<file path="src/rtl/cal_rx.sv">
// cal_rx: measures the period of an asynchronous calibration waveform in
// system clocks, checks it against the expected division setting (+/-1 clock),
// and reports each measurement, lock after 4 good periods, errors and timeouts.
module cal_rx (
  input  logic       calrx_clkin,
  input  logic       calrx_reset,
  input  logic       calrx_en,
  input  logic       calrx_load,
  input  logic [5:0] calrx_divcount,
  input  logic       calrx_in,
  output logic [7:0] calrx_period,
  output logic       calrx_valid,
  output logic       calrx_lock,
  output logic       calrx_err,
  output logic       calrx_timeout
);

  localparam int unsigned CNT_W     = 8;
  localparam int unsigned GOOD_W    = 3;
  localparam int unsigned LOCK_GOOD = 4;
  localparam int unsigned CNT_MAX   = 254;
  localparam int unsigned EXP_RST   = 2;

  typedef enum logic [1:0] {
    ST_IDLE,
    ST_SEEK,
    ST_MEASURE,
    ST_LOCKED
  } state_t;

  state_t              r_state;
  state_t              w_state_nxt;
  logic                r_s1;
  logic                r_s2;
  logic                r_s3;
  logic [CNT_W-1:0]    r_cnt;
  logic [CNT_W-1:0]    w_cnt_nxt;
  logic [CNT_W-1:0]    r_exp_p;
  logic [CNT_W-1:0]    w_exp_nxt;
  logic [CNT_W-1:0]    w_period_nxt;
  logic [CNT_W-1:0]    w_meas;
  logic [CNT_W-1:0]    w_exp_load;
  logic [GOOD_W-1:0]   r_good_cnt;
  logic [GOOD_W-1:0]   w_good_nxt;
  logic                w_lock_nxt;
  logic                w_valid_nxt;
  logic                w_err_nxt;
  logic                w_timeout_nxt;
  logic                w_rise;
  logic                w_good;
  logic signed [CNT_W:0] w_diff;

  // Rise detect on the synchronized waveform; period = clocks since last rise.
  assign w_rise     = r_s2 & ~r_s3;
  assign w_meas     = r_cnt + CNT_W'(1);
  assign w_exp_load = CNT_W'({calrx_divcount, 1'b0}) + CNT_W'(2);
  assign w_diff     = $signed({1'b0, w_meas}) - $signed({1'b0, r_exp_p});
  assign w_good     = (w_diff == 9'sd0) || (w_diff == 9'sd1) || (w_diff == -9'sd1);

  // Two-flop synchronizer followed by an edge-detect flop.
  always_ff @(posedge calrx_clkin) begin
    if (calrx_reset) begin
      r_s1 <= 1'b0;
      r_s2 <= 1'b0;
      r_s3 <= 1'b0;
    end else begin
      r_s1 <= calrx_in;
      r_s2 <= r_s1;
      r_s3 <= r_s2;
    end
  end

  // State register and registered datapath/outputs.
  always_ff @(posedge calrx_clkin) begin
    if (calrx_reset) begin
      r_state       <= ST_IDLE;
      r_cnt         <= '0;
      r_good_cnt    <= '0;
      r_exp_p       <= CNT_W'(EXP_RST);
      calrx_period  <= '0;
      calrx_valid   <= 1'b0;
      calrx_lock    <= 1'b0;
      calrx_err     <= 1'b0;
      calrx_timeout <= 1'b0;
    end else begin
      r_state       <= w_state_nxt;
      r_cnt         <= w_cnt_nxt;
      r_good_cnt    <= w_good_nxt;
      r_exp_p       <= w_exp_nxt;
      calrx_period  <= w_period_nxt;
      calrx_valid   <= w_valid_nxt;
      calrx_lock    <= w_lock_nxt;
      calrx_err     <= w_err_nxt;
      calrx_timeout <= w_timeout_nxt;
    end
  end

  // Next state: disable > load > timeout > rise.
  always_comb begin
    w_state_nxt   = r_state;
    w_cnt_nxt     = r_cnt;
    w_good_nxt    = r_good_cnt;
    w_exp_nxt     = r_exp_p;
    w_period_nxt  = calrx_period;
    w_lock_nxt    = calrx_lock;
    w_valid_nxt   = 1'b0;
    w_err_nxt     = 1'b0;
    w_timeout_nxt = 1'b0;

    if (calrx_load) begin
      w_exp_nxt = w_exp_load;
    end

    if (!calrx_en) begin
      w_state_nxt = ST_IDLE;
      w_cnt_nxt   = '0;
      w_good_nxt  = '0;
      w_lock_nxt  = 1'b0;
    end else if (calrx_load) begin
      w_state_nxt = ST_SEEK;
      w_cnt_nxt   = '0;
      w_good_nxt  = '0;
      w_lock_nxt  = 1'b0;
    end else begin
      case (r_state)
        ST_IDLE: begin
          w_state_nxt = ST_SEEK;
          w_cnt_nxt   = '0;
          w_good_nxt  = '0;
        end
        ST_SEEK: begin
          w_cnt_nxt = '0;
          if (w_rise) begin
            w_state_nxt = ST_MEASURE;
          end
        end
        ST_MEASURE, ST_LOCKED: begin
          if (r_cnt == CNT_W'(CNT_MAX)) begin
            w_timeout_nxt = 1'b1;
            w_state_nxt   = ST_SEEK;
            w_cnt_nxt     = '0;
            w_good_nxt    = '0;
            w_lock_nxt    = 1'b0;
          end else if (w_rise) begin
            w_cnt_nxt    = '0;
            w_period_nxt = w_meas;
            w_valid_nxt  = 1'b1;
            if (w_good) begin
              if (r_good_cnt < GOOD_W'(LOCK_GOOD)) begin
                w_good_nxt = r_good_cnt + GOOD_W'(1);
              end
              if (w_good_nxt == GOOD_W'(LOCK_GOOD)) begin
                w_lock_nxt  = 1'b1;
                w_state_nxt = ST_LOCKED;
              end
            end else begin
              w_err_nxt   = 1'b1;
              w_good_nxt  = '0;
              w_lock_nxt  = 1'b0;
              w_state_nxt = ST_MEASURE;
            end
          end else begin
            w_cnt_nxt = r_cnt + CNT_W'(1);
          end
        end
        default: begin
          w_state_nxt = ST_IDLE;
        end
      endcase
    end
  end

endmodule

</file>
<file path="config.mk">
export PLATFORM = sky130hd
export DESIGN_NAME = cal_rx
export DESIGN_NICKNAME = d
export VERILOG_FILES = /design/src/rtl/cal_rx.sv
export SDC_FILE = /design/constraint.sdc
export NUM_CORES = 1
export LEC_CHECK = 0
export CAP_MARGIN = 20
export CORE_MARGIN = 4
export CORE_UTILIZATION = 35
export DETAILED_ROUTE_END_ITERATION = 8
export PLACE_DENSITY = 0.53
export SYNTH_ARGS = -nofsm -noshare
export SYNTH_HDL_FRONTEND = slang
export SYNTH_SLANG_ARGS = --single-unit
</file>
<file path="constraint.sdc">
create_clock -name calrx_clkin -period 3.25 [get_ports calrx_clkin]
set_input_delay 0.8125 -clock calrx_clkin [delete_from_list [all_inputs] [get_ports calrx_clkin]]
set_output_delay 0.8125 -clock calrx_clkin [all_outputs]
set_load 0.005 [all_outputs]
</file>
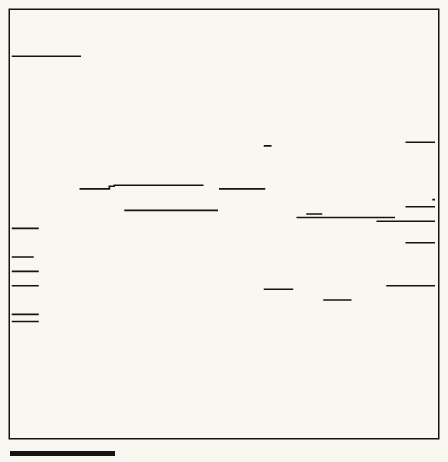
Figure 1: run 1, M3 wires.
Bar = 20 um.
17 nets have wire on it. The layer carries 159 um of wire. The layer holds 4.0% of the routed length. The wires run mostly horizontal. The longest straight run is 18.4 um.
vias after detailed routing: 1,551
final wirelength: 4000 um
met3 Track Usage GR: 2.99%

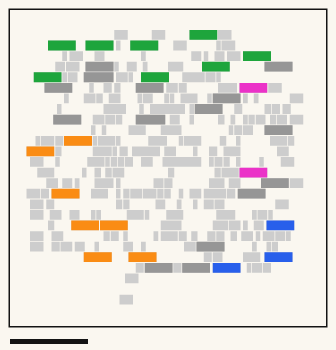
Figure 2: run 1, where the registers sit.
Bar = 20 um.
Green shows calrx_period, placed flops 8. Blue shows r_good_cnt, placed flops 3. Orange shows r_exp_p, placed flops 7. Magenta shows r_state, placed flops 2.
sequential share of cell area: 30.0%
Register Area: 703 um2

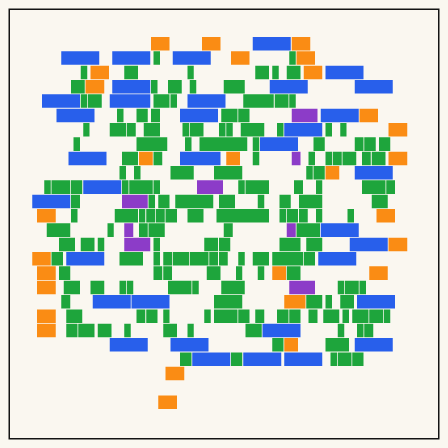
Figure 3: run 1, cell classes on the final placement.
Purple shows clock drivers and dummy loads, cells 8. Orange shows remaining buffers and delay cells, cells 28. Green shows remaining logic cells, cells 176. Blue shows sequential cells, cells 35.
core box area: 5140 um2
Row Count: 26

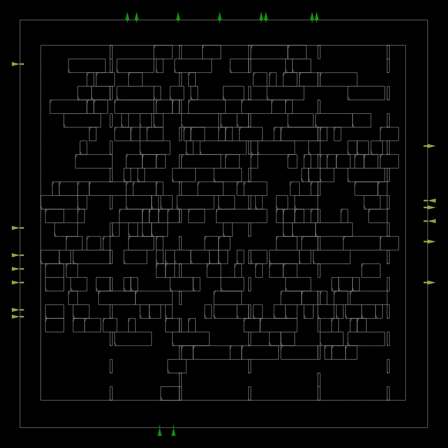
Figure 4: run 1, placed standard cells.
filler instances: 551
n_taps: 70
Post-Route Utilization: 45.6%
non-filler cells in the finished layout: 317
flop count: 35

==> reports/metrics.cfg, run 1 <==
[run_status]
outcome = completed

[setup_path]
regToRegSetupSlack_ps = 180
crit_buf_inv = 1
crit_type = register to register
r2r-end = calrx_lock
critical_path_arrival_ps = 3290

[global_route]
use_met2_pct = 21.8
globalRouteMet1Util_pct = 16.8
grt_util_all_layers_pct = 13.2

[layout]
inv_count = 17
final_nets = 269
logic_area_um2 = 1140

[clocking]
worstSkewPairLatency_ps = 290
cts.path.max_buffers = 2
cts_max_level = 2
cts_sinks = 35

[power_and_ir_drop]
power_w = 0.000855
power_leader = registers
p_clk_w = 0.000309
p_leak_nw = 0.883

[floorplan]
die_w_um = 81.2
io_pins = 23

[routing]
vias_per_cell = 4.89
routedWlPerCell_um = 12.6

[synth]
ys.flops = 35
postSynthSeqShare_pct = 37.4
topCellsByArea = dfxtp_1 (37%), ha_1 (7.3%), nor2_1 (6.8%)
synth-xor-area-share_pct = 6.07

[worst_hold_path]
hold_depth = 1
hp-start = r_s1

[job]
maxCapViolCount = 0

[final_timing]
hold_ws_ps = 442

## run 1: timing repair
item	4_1_cts	5_1_grt
hold buffers	0	0
buffers inserted	0	1
gates resized	0	11
setup endpoints to repair	0	6
hold endpoints to repair	0	0
## run 1: through the flow
step                utilization (%)  worst slack, ps  instances  TNS [ps]  area, um2
finish                         45.6              176        317         0       2340
detailed placement             42.6              141        308         0       2190
global route                   45.6            -11.7        317     -11.7       2340
floorplan                         -              203        218         0       1880
CTS                            44.3             98.6        316         0       2280
global placement               42.6              180        308         0       2190
## run 1: cell families (layout without fill, tap and decap cells)
family	Yosys count	count (layout)
buffers and inverters	24	53
AOI/OAI and AO/OA	43	43
muxes	1	1
adders and majority gates	12	12
xor gates and xnor gates	13	13
DFF	35	35
and+or+nand+nor	90	90
Figure 5. Cell density map (run 1).
The die is cut into 8 by 8 equal tiles; white is low, dark blue is high, 0 to 100% covered.
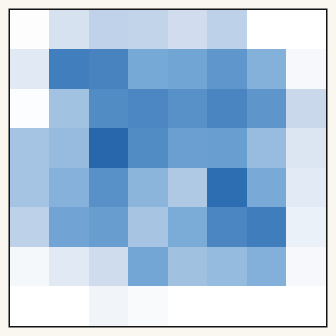

## Run 2: what changed since run 1
Settings changed: CORE_UTILIZATION 35 to 30, PLACE_DENSITY 0.53 to 0.47.
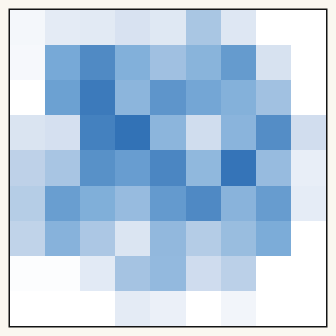
Figure 6: run 2, cell density map.
The die is cut into 9 by 9 equal tiles; white is low, dark blue is high, 0 to 100% covered.
20% of the tiles are nearly empty. The fullest tile reaches 73%. The mean over all tiles is 30%. The densest ninth of the die: center.

==> reports/metrics.cfg, run 2 <==
[synth]
postSynthSeqShare_pct = 37.4
ys.flops = 35
synth-xor-area-share_pct = 6.07

[global_route]
globalRouteMet1Util_pct = 15.2

[clocking]
postCtsSetupBuffers = 0
cts.path.max_buffers = 2
cts_hold_buf = 0
cts_sinks = 35

[power_and_ir_drop]
power_leader = registers
power_w = 0.000946

[floorplan]
num_rows = 28
io_pins = 23

[layout]
final_nets = 268

[run_status]
outcome = completed

[routing]
routedWlPerCell_um = 12.6
vias_per_cell = 4.86
drt-total-wl_um = 4060

[final_timing]
setup_ws_ps = 218

[setup_path]
regToRegSetupSlack_ps = 220

[worst_hold_path]
hp-start = r_s1

-- run 2: worst max-delay path by stage --
stage | cells past startpoint | endpoint | slack [ps] | start
detailed placement | 10 | r_state[0] | 150 | r_cnt[0]
floorplan | 10 | r_state[0] | 200 | r_cnt[0]
finish | 10 | calrx_lock | 220 | r_cnt[0]
CTS | 10 | r_state[0] | 130 | r_cnt[0]
global placement | 10 | r_state[0] | 180 | r_cnt[0]
global route | 10 | calrx_lock | 3 | r_cnt[0]
-- run 2: cell type report --
cell class              instances  area, um2  area share, %
well taps                      75       93.8           3.95
multi-input cells             159       1130           47.7
clock inverters                 2       35.0           1.48
flip-flops and latches         35        708           29.8
inverters                      17       63.8           2.69
clock buffers                   6       82.6           3.48
repair buffers                 27        258           10.9
